Fig. 1: run 1, cell outlines without signal wires
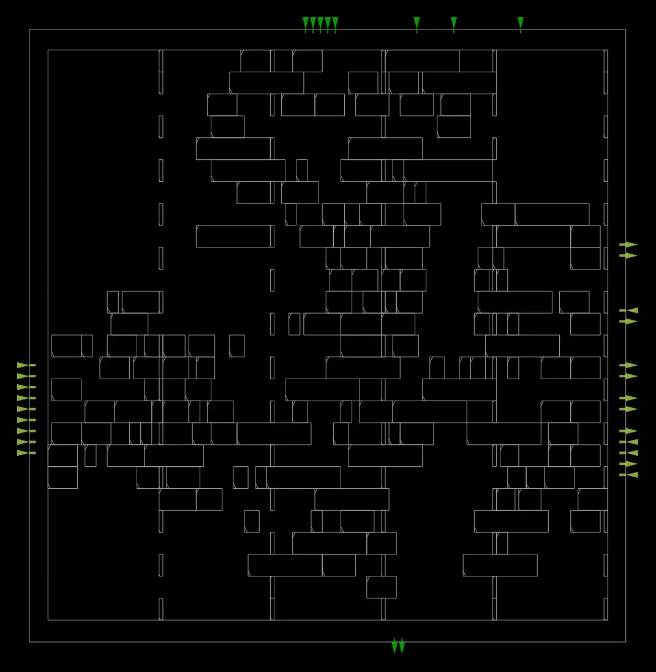
Fig. 2: run 1, clock network drawn from the DEF
Bar = 20 um.
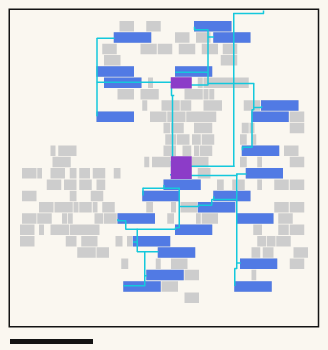
Fig. 3: run 1, met3 routing
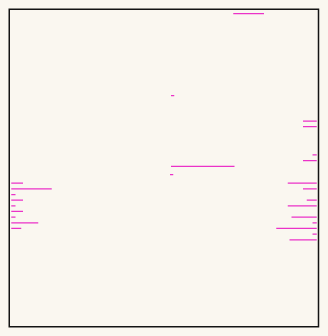
[src/rtl/csel_sub_pkg.sv]
// ============================================================================
// Module   : csel_sub_pkg
// Brief    : Shared defaults and dual-result type for the carry-select subtractor
// Revision : 1.0 - initial release
// ============================================================================
`default_nettype none

package csel_sub_pkg;

  localparam int DEFAULT_WIDTH = 8;
  localparam int DEFAULT_BLOCK = 4;

  // Both borrow-in candidates of one block, sized for the default block width
  typedef struct packed {
    logic [DEFAULT_BLOCK-1:0] diff0;
    logic                     bout0;
    logic [DEFAULT_BLOCK-1:0] diff1;
    logic                     bout1;
  } csel_dual_t;

endpackage : csel_sub_pkg

`default_nettype wire

[src/rtl/csel_sub_block.sv]
// ============================================================================
// Module   : csel_sub_block
// Brief    : BLOCK-bit subtract producing results for borrow-in 0 and 1
// Revision : 1.0 - initial release
// ============================================================================
`default_nettype none

module csel_sub_block
  import csel_sub_pkg::*;
#(
  parameter int BLOCK = DEFAULT_BLOCK
) (
  input  logic [BLOCK-1:0] i_a,
  input  logic [BLOCK-1:0] i_b,
  output logic [BLOCK-1:0] o_diff0,
  output logic             o_bout0,
  output logic [BLOCK-1:0] o_diff1,
  output logic             o_bout1
);

  // One extra bit holds the sign: it is set exactly when the block borrows
  logic [BLOCK:0] w_d0;
  logic [BLOCK:0] w_d1;

  assign w_d0 = {1'b0, i_a} - {1'b0, i_b};
  assign w_d1 = w_d0 - {{BLOCK{1'b0}}, 1'b1};

  assign o_diff0 = w_d0[BLOCK-1:0];
  assign o_bout0 = w_d0[BLOCK];
  assign o_diff1 = w_d1[BLOCK-1:0];
  assign o_bout1 = w_d1[BLOCK];

endmodule : csel_sub_block

`default_nettype wire

[src/rtl/csel_subtractor_pipe.sv]
// ============================================================================
// Module   : csel_subtractor_pipe
// Brief    : Two-stage valid/ready carry-select subtractor (a - b - bin).
//            Define CSEL_SUB_SAT_EN for unsigned saturating subtract.
// Revision : 1.0 - initial release
// ============================================================================
`default_nettype none

module csel_subtractor_pipe
  import csel_sub_pkg::*;
#(
  parameter int WIDTH = DEFAULT_WIDTH,
  parameter int BLOCK = DEFAULT_BLOCK
) (
  input  logic             clk,
  input  logic             rst_n,
  input  logic             in_valid,
  output logic             in_ready,
  input  logic [WIDTH-1:0] a,
  input  logic [WIDTH-1:0] b,
  input  logic             bin,
  output logic             out_valid,
  input  logic             out_ready,
  output logic [WIDTH-1:0] diff,
  output logic             bout
);

  localparam int NBLK = WIDTH / BLOCK;

  if ((WIDTH % BLOCK) != 0 || WIDTH < BLOCK) begin : g_bad_cfg
    $error("csel_subtractor_pipe: WIDTH must be a non-zero multiple of BLOCK");
  end

  logic             r_s1_valid;
  logic [BLOCK-1:0] r_s1_lo;
  logic             r_s1_brw;
  logic             r_s2_valid;
  logic [WIDTH-1:0] r_diff;
  logic             r_bout;

  logic             w_s2_adv;
  logic             w_s1_adv;
  logic             w_s1_load;
  logic             w_s2_load;
  logic [BLOCK-1:0] w_lo_d0;
  logic [BLOCK-1:0] w_lo_d1;
  logic             w_lo_b0;
  logic             w_lo_b1;
  logic [WIDTH-1:0] w_s2_diff;
  logic             w_s2_brw;
  logic [WIDTH-1:0] w_res_diff;

  assign w_s2_adv  = !r_s2_valid || out_ready;
  assign w_s1_adv  = !r_s1_valid || w_s2_adv;
  assign w_s1_load = in_valid && w_s1_adv;
  assign w_s2_load = r_s1_valid && w_s2_adv;
  assign in_ready  = w_s1_adv;

  csel_sub_block #(.BLOCK(BLOCK)) u_lo_blk (
    .i_a     (a[BLOCK-1:0]),
    .i_b     (b[BLOCK-1:0]),
    .o_diff0 (w_lo_d0),
    .o_bout0 (w_lo_b0),
    .o_diff1 (w_lo_d1),
    .o_bout1 (w_lo_b1)
  );

  always_ff @(posedge clk or negedge rst_n) begin
    if (!rst_n) begin
      r_s1_valid <= 1'b0;
      r_s1_lo    <= '0;
      r_s1_brw   <= 1'b0;
    end else begin
      if (w_s1_adv) begin
        r_s1_valid <= in_valid;
      end
      if (w_s1_load) begin
        r_s1_lo  <= bin ? w_lo_d1 : w_lo_d0;
        r_s1_brw <= bin ? w_lo_b1 : w_lo_b0;
      end
    end
  end

  if (NBLK > 1) begin : g_upper
    logic [WIDTH-BLOCK-1:0] r_a_hi;
    logic [WIDTH-BLOCK-1:0] r_b_hi;
    logic [WIDTH-BLOCK-1:0] w_hi;
    logic [NBLK-1:0]        w_brw;

    always_ff @(posedge clk or negedge rst_n) begin
      if (!rst_n) begin
        r_a_hi <= '0;
        r_b_hi <= '0;
      end else if (w_s1_load) begin
        r_a_hi <= a[WIDTH-1:BLOCK];
        r_b_hi <= b[WIDTH-1:BLOCK];
      end
    end

    assign w_brw[0] = r_s1_brw;

    // Every block precomputes both outcomes; the borrow only steers muxes
    for (genvar k = 0; k < NBLK - 1; k++) begin : g_blk
      logic [BLOCK-1:0] w_d0;
      logic [BLOCK-1:0] w_d1;
      logic             w_b0;
      logic             w_b1;

      csel_sub_block #(.BLOCK(BLOCK)) u_blk (
        .i_a     (r_a_hi[k*BLOCK +: BLOCK]),
        .i_b     (r_b_hi[k*BLOCK +: BLOCK]),
        .o_diff0 (w_d0),
        .o_bout0 (w_b0),
        .o_diff1 (w_d1),
        .o_bout1 (w_b1)
      );

      assign w_hi[k*BLOCK +: BLOCK] = w_brw[k] ? w_d1 : w_d0;
      assign w_brw[k+1]             = w_brw[k] ? w_b1 : w_b0;
    end

    assign w_s2_diff = {w_hi, r_s1_lo};
    assign w_s2_brw  = w_brw[NBLK-1];
  end else begin : g_single
    assign w_s2_diff = r_s1_lo;
    assign w_s2_brw  = r_s1_brw;
  end

`ifdef CSEL_SUB_SAT_EN
  assign w_res_diff = w_s2_brw ? '0 : w_s2_diff;
`else
  assign w_res_diff = w_s2_diff;
`endif

  always_ff @(posedge clk or negedge rst_n) begin
    if (!rst_n) begin
      r_s2_valid <= 1'b0;
      r_diff     <= '0;
      r_bout     <= 1'b0;
    end else begin
      if (w_s2_adv) begin
        r_s2_valid <= r_s1_valid;
      end
      if (w_s2_load) begin
        r_diff <= w_res_diff;
        r_bout <= w_s2_brw;
      end
    end
  end

  assign out_valid = r_s2_valid;
  assign diff      = r_diff;
  assign bout      = r_bout;

endmodule : csel_subtractor_pipe

`default_nettype wire

[config.mk]
export PLATFORM = sky130hd
export DESIGN_NAME = csel_subtractor_pipe
export DESIGN_NICKNAME = d
export VERILOG_FILES = /design/src/rtl/csel_sub_pkg.sv /design/src/rtl/csel_sub_block.sv /design/src/rtl/csel_subtractor_pipe.sv
export SDC_FILE = /design/constraint.sdc
export NUM_CORES = 1
export LEC_CHECK = 0
export CORE_AREA = 2 2 72 74
export CTS_CLUSTER_DIAMETER = 60
export DETAILED_ROUTE_END_ITERATION = 12
export DIE_AREA = 0 0 74 76
export PLACE_DENSITY = 0.5
export SYNTH_ARGS = -nofsm -noshare
export SYNTH_HDL_FRONTEND = slang
export SYNTH_SLANG_ARGS = --single-unit
[constraint.sdc]
create_clock -name clk -period 2.6 [get_ports clk]
set_input_delay 0.52 -clock clk [delete_from_list [all_inputs] [get_ports clk]]
set_output_delay 0.52 -clock clk [all_outputs]
set_load 0.01 [all_outputs]
==> impl_metrics.env, run 1 <==
# yosys + openroad results
export IMPL_status="finished clean"
export IMPL_p_sw_frac=0.284
export IMPL_post_drt_wl_per_cell_um=11.2
export IMPL_mux_share=0.119
export IMPL_syn_num_nets=153
export IMPL_io_buffers=31
export IMPL_synth_stat_cells=120
export IMPL_logic_gate_count=82
export IMPL_synth_distinct_cells=22
export IMPL_slew_viol_final=0
export IMPL_path_cells="clkdlybuf4s50_1 -> nand3b_1 -> clkdlybuf4s50_1"
export IMPL_hold_end="diff[6]$_DFFE_PN0P_"
export IMPL_hold_start="diff[6]$_DFFE_PN0P_"
export IMPL_ys_sh_xor=0.0662
export IMPL_fp_dieW_um=74
export IMPL_simple_gate_area_frac=0.105
export IMPL_rsz0062_at_grt="false"
export IMPL_hold_depth=2
export IMPL_power_switching_w=0.000378
export IMPL_startpoint="out_ready"
export IMPL_ys_flops=24
export IMPL_root_buffer="clkbuf_8"
export IMPL_track_usage=0.0954
export IMPL_vdd_drop_max_mv=0.278
export IMPL_crit_end="in_ready"
export IMPL_p_seq_w=0.000522
export IMPL_seq_share=0.335
export IMPL_final_layout_top_logic_cell="clkdlybuf4s50_1"
export IMPL_drt_iter0_drc=19
export IMPL_synth_area_um2=1320
export IMPL_antenna_left=0
export IMPL_h_tree_depth=1
export IMPL_cp_common_cell="clkdlybuf4s50_1"
export IMPL_hold_viol_final=0
export IMPL_maxSlewHeadroom=0.713
export IMPL_pin_count=32
export IMPL_worst_path_max_delay_cell="clkdlybuf4s50_1"
export IMPL_logic_area_um2=668
export IMPL_clockBufferDepth=2
export IMPL_layout_top_cells="clkdlybuf4s50_1 (31), dfrtp_1 (24), mux2_2 (14)"
export IMPL_synthAdderAreaFrac=0.125
export IMPL_reg2regPathDepth=5
export IMPL_largest_class="multi-input combinational cells"
export IMPL_top_layer_used="met4"
export IMPL_fp_util=0.269
export IMPL_comb_area_frac=0.373
export IMPL_tightestPinTransition_ns=0.430
export IMPL_setup_viol=0
export IMPL_worstSetupStartpointType="input port"
export IMPL_cts_buffers_inserted=3
export IMPL_gp_congestion=0.784
export IMPL_cts_tree="built"
export IMPL_max_freq_mhz=449
export IMPL_synthAoiAreaFrac=0.0898
export IMPL_worstPathArrival_ns=1.71
export IMPL_r2r_start="g_upper.r_b_hi[0]$_DFFE_PN0P_"
export IMPL_cts_clk_slew_worst_paths_ns=0.09
export IMPL_final_util=0.364
export IMPL_cts_setup_buffers=0
export IMPL_worst_path_stages=3
export IMPL_clk_share=0.0398
export IMPL_fin_crit_sh=0.857
export IMPL_busiest_layer="met2"
-- Fig. 1 (at the start) --
Rows: 26
FILL cells: 487
tap cells: 70
Core ar.: 4910 um^2

-- Fig. 2 (at the start) --
Key: blue = flip-flops [count 24]; purple = cells driving clock nets [count 3]; cyan = clock wires [length 319 um]
There are 4 routed clock nets.
Final Skew: 0.00514 ns
clock share of power: 0.242
clock group total power: 0.000322 W
worst-skew pair later-pin latency: 0.26 ns

-- Fig. 3 (at the start) --
The longest straight run is 14.9 um. The layer carries 101 um of wire. 24 nets have wire on it.
DR vias: 955
met3 Track Usage GR: 0.0172
final WL: 2.51 mm

[run 1: Yosys cell counts]
cell type	count
o21ai_0	6
nand2_1	13
a21o_2	1
ha_1	10
a21oi_1	4
fa_1	2
nand3b_1	3
mux2_2	14
xnor2_1	4
nand4_1	2
or2_1	2
and3b_1	2
xor2_1	6
dfrtp_1	24
o21ai_1	4
nand2b_1	3
a21boi_1	2
a21o_1	1
buf_2	2
nand2_2	1
o2111ai_1	2
inv_1	12
[run 1: per-stage QoR]
stage	instance area (um^2)	power, W	hold WS (ns)	instances
after global placement	1720	0.00101	0.465	220
final	1790	0.00133	0.489	224
after detailed placement	1720	0.00102	0.475	220
after global routing	1790	0.00143	0.518	224
after floorplan	1320	0.000805	0.224	120
after CTS	1790	0.00136	0.497	224
==> run 1 -> run 2 <==
--- a/config.mk
+++ b/config.mk
@@ -5,6 +5,7 @@
 export SDC_FILE = /design/constraint.sdc
 export NUM_CORES = 1
 export LEC_CHECK = 0
+export CAP_MARGIN = 15
 export CORE_AREA = 2 2 72 74
 export CTS_CLUSTER_DIAMETER = 60
 export DETAILED_ROUTE_END_ITERATION = 12
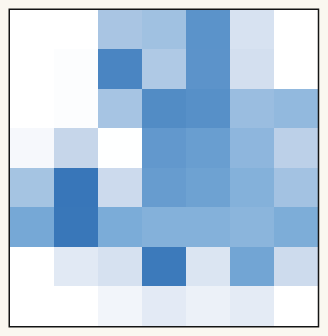
Fig. 4. Cell area per tile (run 2).
The die is cut into 7 by 8 equal tiles; white is low, dark blue is high, 0 to 100% covered.
The emptiest ninth of the die: top left. 23% of the tiles are nearly empty. The mean over all tiles is 30%.

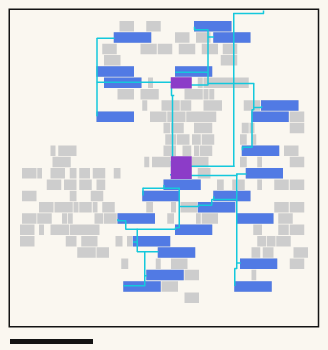
Fig. 5. Clock network drawn from the DEF (run 2).
Bar = 20 um.
Key: cyan = clock wires [length 319 um]; purple = cells driving clock nets [count 3]; blue = flip-flops [count 24]
There are 4 routed clock nets.

==> impl_metrics.env, run 2 <==
# yosys + openroad results
export IMPL_status="finished clean"
export IMPL_synthAoiAreaFrac=0.0898
export IMPL_final_area_um2=1790
export IMPL_pwr_share_clk=0.242
export IMPL_num_rows=26
export IMPL_layout_top_cells="clkdlybuf4s50_1 (31), dfrtp_1 (24), mux2_2 (14)"
export IMPL_p_total_w=0.00133
export IMPL_worst_path_max_delay_cell="clkdlybuf4s50_1"
export IMPL_track_usage=0.0954
export IMPL_yosysMostFrequentCell="dfrtp_1"
export IMPL_ys_sh_xor=0.0662
export IMPL_cts_clk_slew_worst_paths_ns=0.09
export IMPL_p_sw_frac=0.284
export IMPL_routed_wl_mm=2.51
export IMPL_startpoint="out_ready"
export IMPL_drt_iter0_drc=19
export IMPL_final_util=0.364
export IMPL_simple_gate_area_frac=0.105
export IMPL_reg2regPathDepth=5
export IMPL_edf_count=0
export IMPL_root_buffer="clkbuf_8"
export IMPL_flop_cell="dfrtp_1"
export IMPL_worstPathArrival_ns=1.71
export IMPL_synth_distinct_cells=22
export IMPL_n_tap_cell=70
export IMPL_hold_start="diff[6]$_DFFE_PN0P_"
export IMPL_rsz0062_at_grt="false"
export IMPL_path_cells="clkdlybuf4s50_1 -> nand3b_1 -> clkdlybuf4s50_1"
export IMPL_fin_crit_sh=0.857
export IMPL_pin_count=32
export IMPL_largest_class="multi-input combinational cells"
export IMPL_fillers=487
export IMPL_final_cells=224
export IMPL_r2r_start="g_upper.r_b_hi[0]$_DFFE_PN0P_"
export IMPL_h_tree_depth=1
export IMPL_gp_congestion=0.784
export IMPL_dp_cells=220
export IMPL_seq_share=0.335
export IMPL_crit_end="in_ready"
export IMPL_place_area_um2=1720
export IMPL_syn_num_nets=153
export IMPL_synthArstFlopShare=1.00
export IMPL_clockBufferDepth=2
export IMPL_cts_buffers_inserted=3
export IMPL_post_drt_wl_per_cell_um=11.2
export IMPL_comb_area_frac=0.373
export IMPL_hold_viol_final=0
export IMPL_synth_area_um2=1320
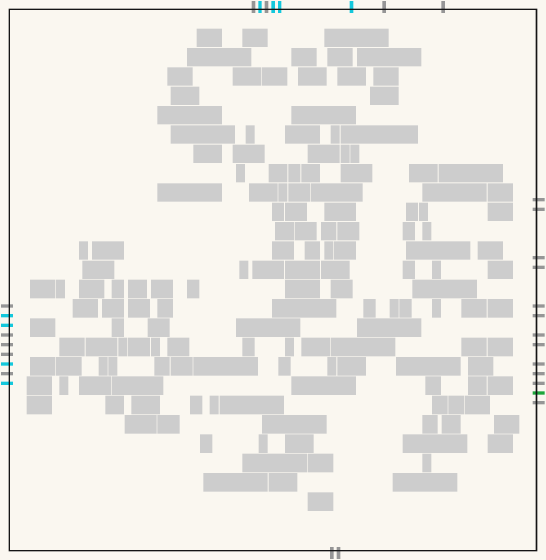
Fig. 6. Ports around the boundary (run 2).
Pins as bars across the die edge, other pins in gray.
Key: cyan = a [pins 8, direction input, edge 4 left, 4 top]; green = out_valid [pins 1, direction output, edge right]
Die Width: 74 um
number of port buffers: 31
die height: 76 um

-- run 2: cell counts in the layout (fill, tap and decap cells not counted) --
Identical to the previous run, type by type.
-- run 2: power by group through the flow --
stage / combinational [W] / clock [W] / sequential, W
floorplan: 0.000257 / 0 / 0.000548
finish: 0.000486 / 0.000322 / 0.000522
global placement: 0.000482 / 0 / 0.000526
global route: 0.000545 / 0.000349 / 0.000537
detailed placement: 0.000491 / 0 / 0.000534
CTS: 0.000493 / 0.000337 / 0.000525
-- run 2: metal layers --
layer / track usage / share of wire / up-vias
met1: 0.126 / 0.48 / 451
met2: 0.149 / 0.46 / 26
li1: - / - / 474
met5: 0 / 0 / -
met3: 0.0172 / 0.040 / 4
met4: 0.0436 / 0.022 / 0
Power and IR drop assume default switching activity.
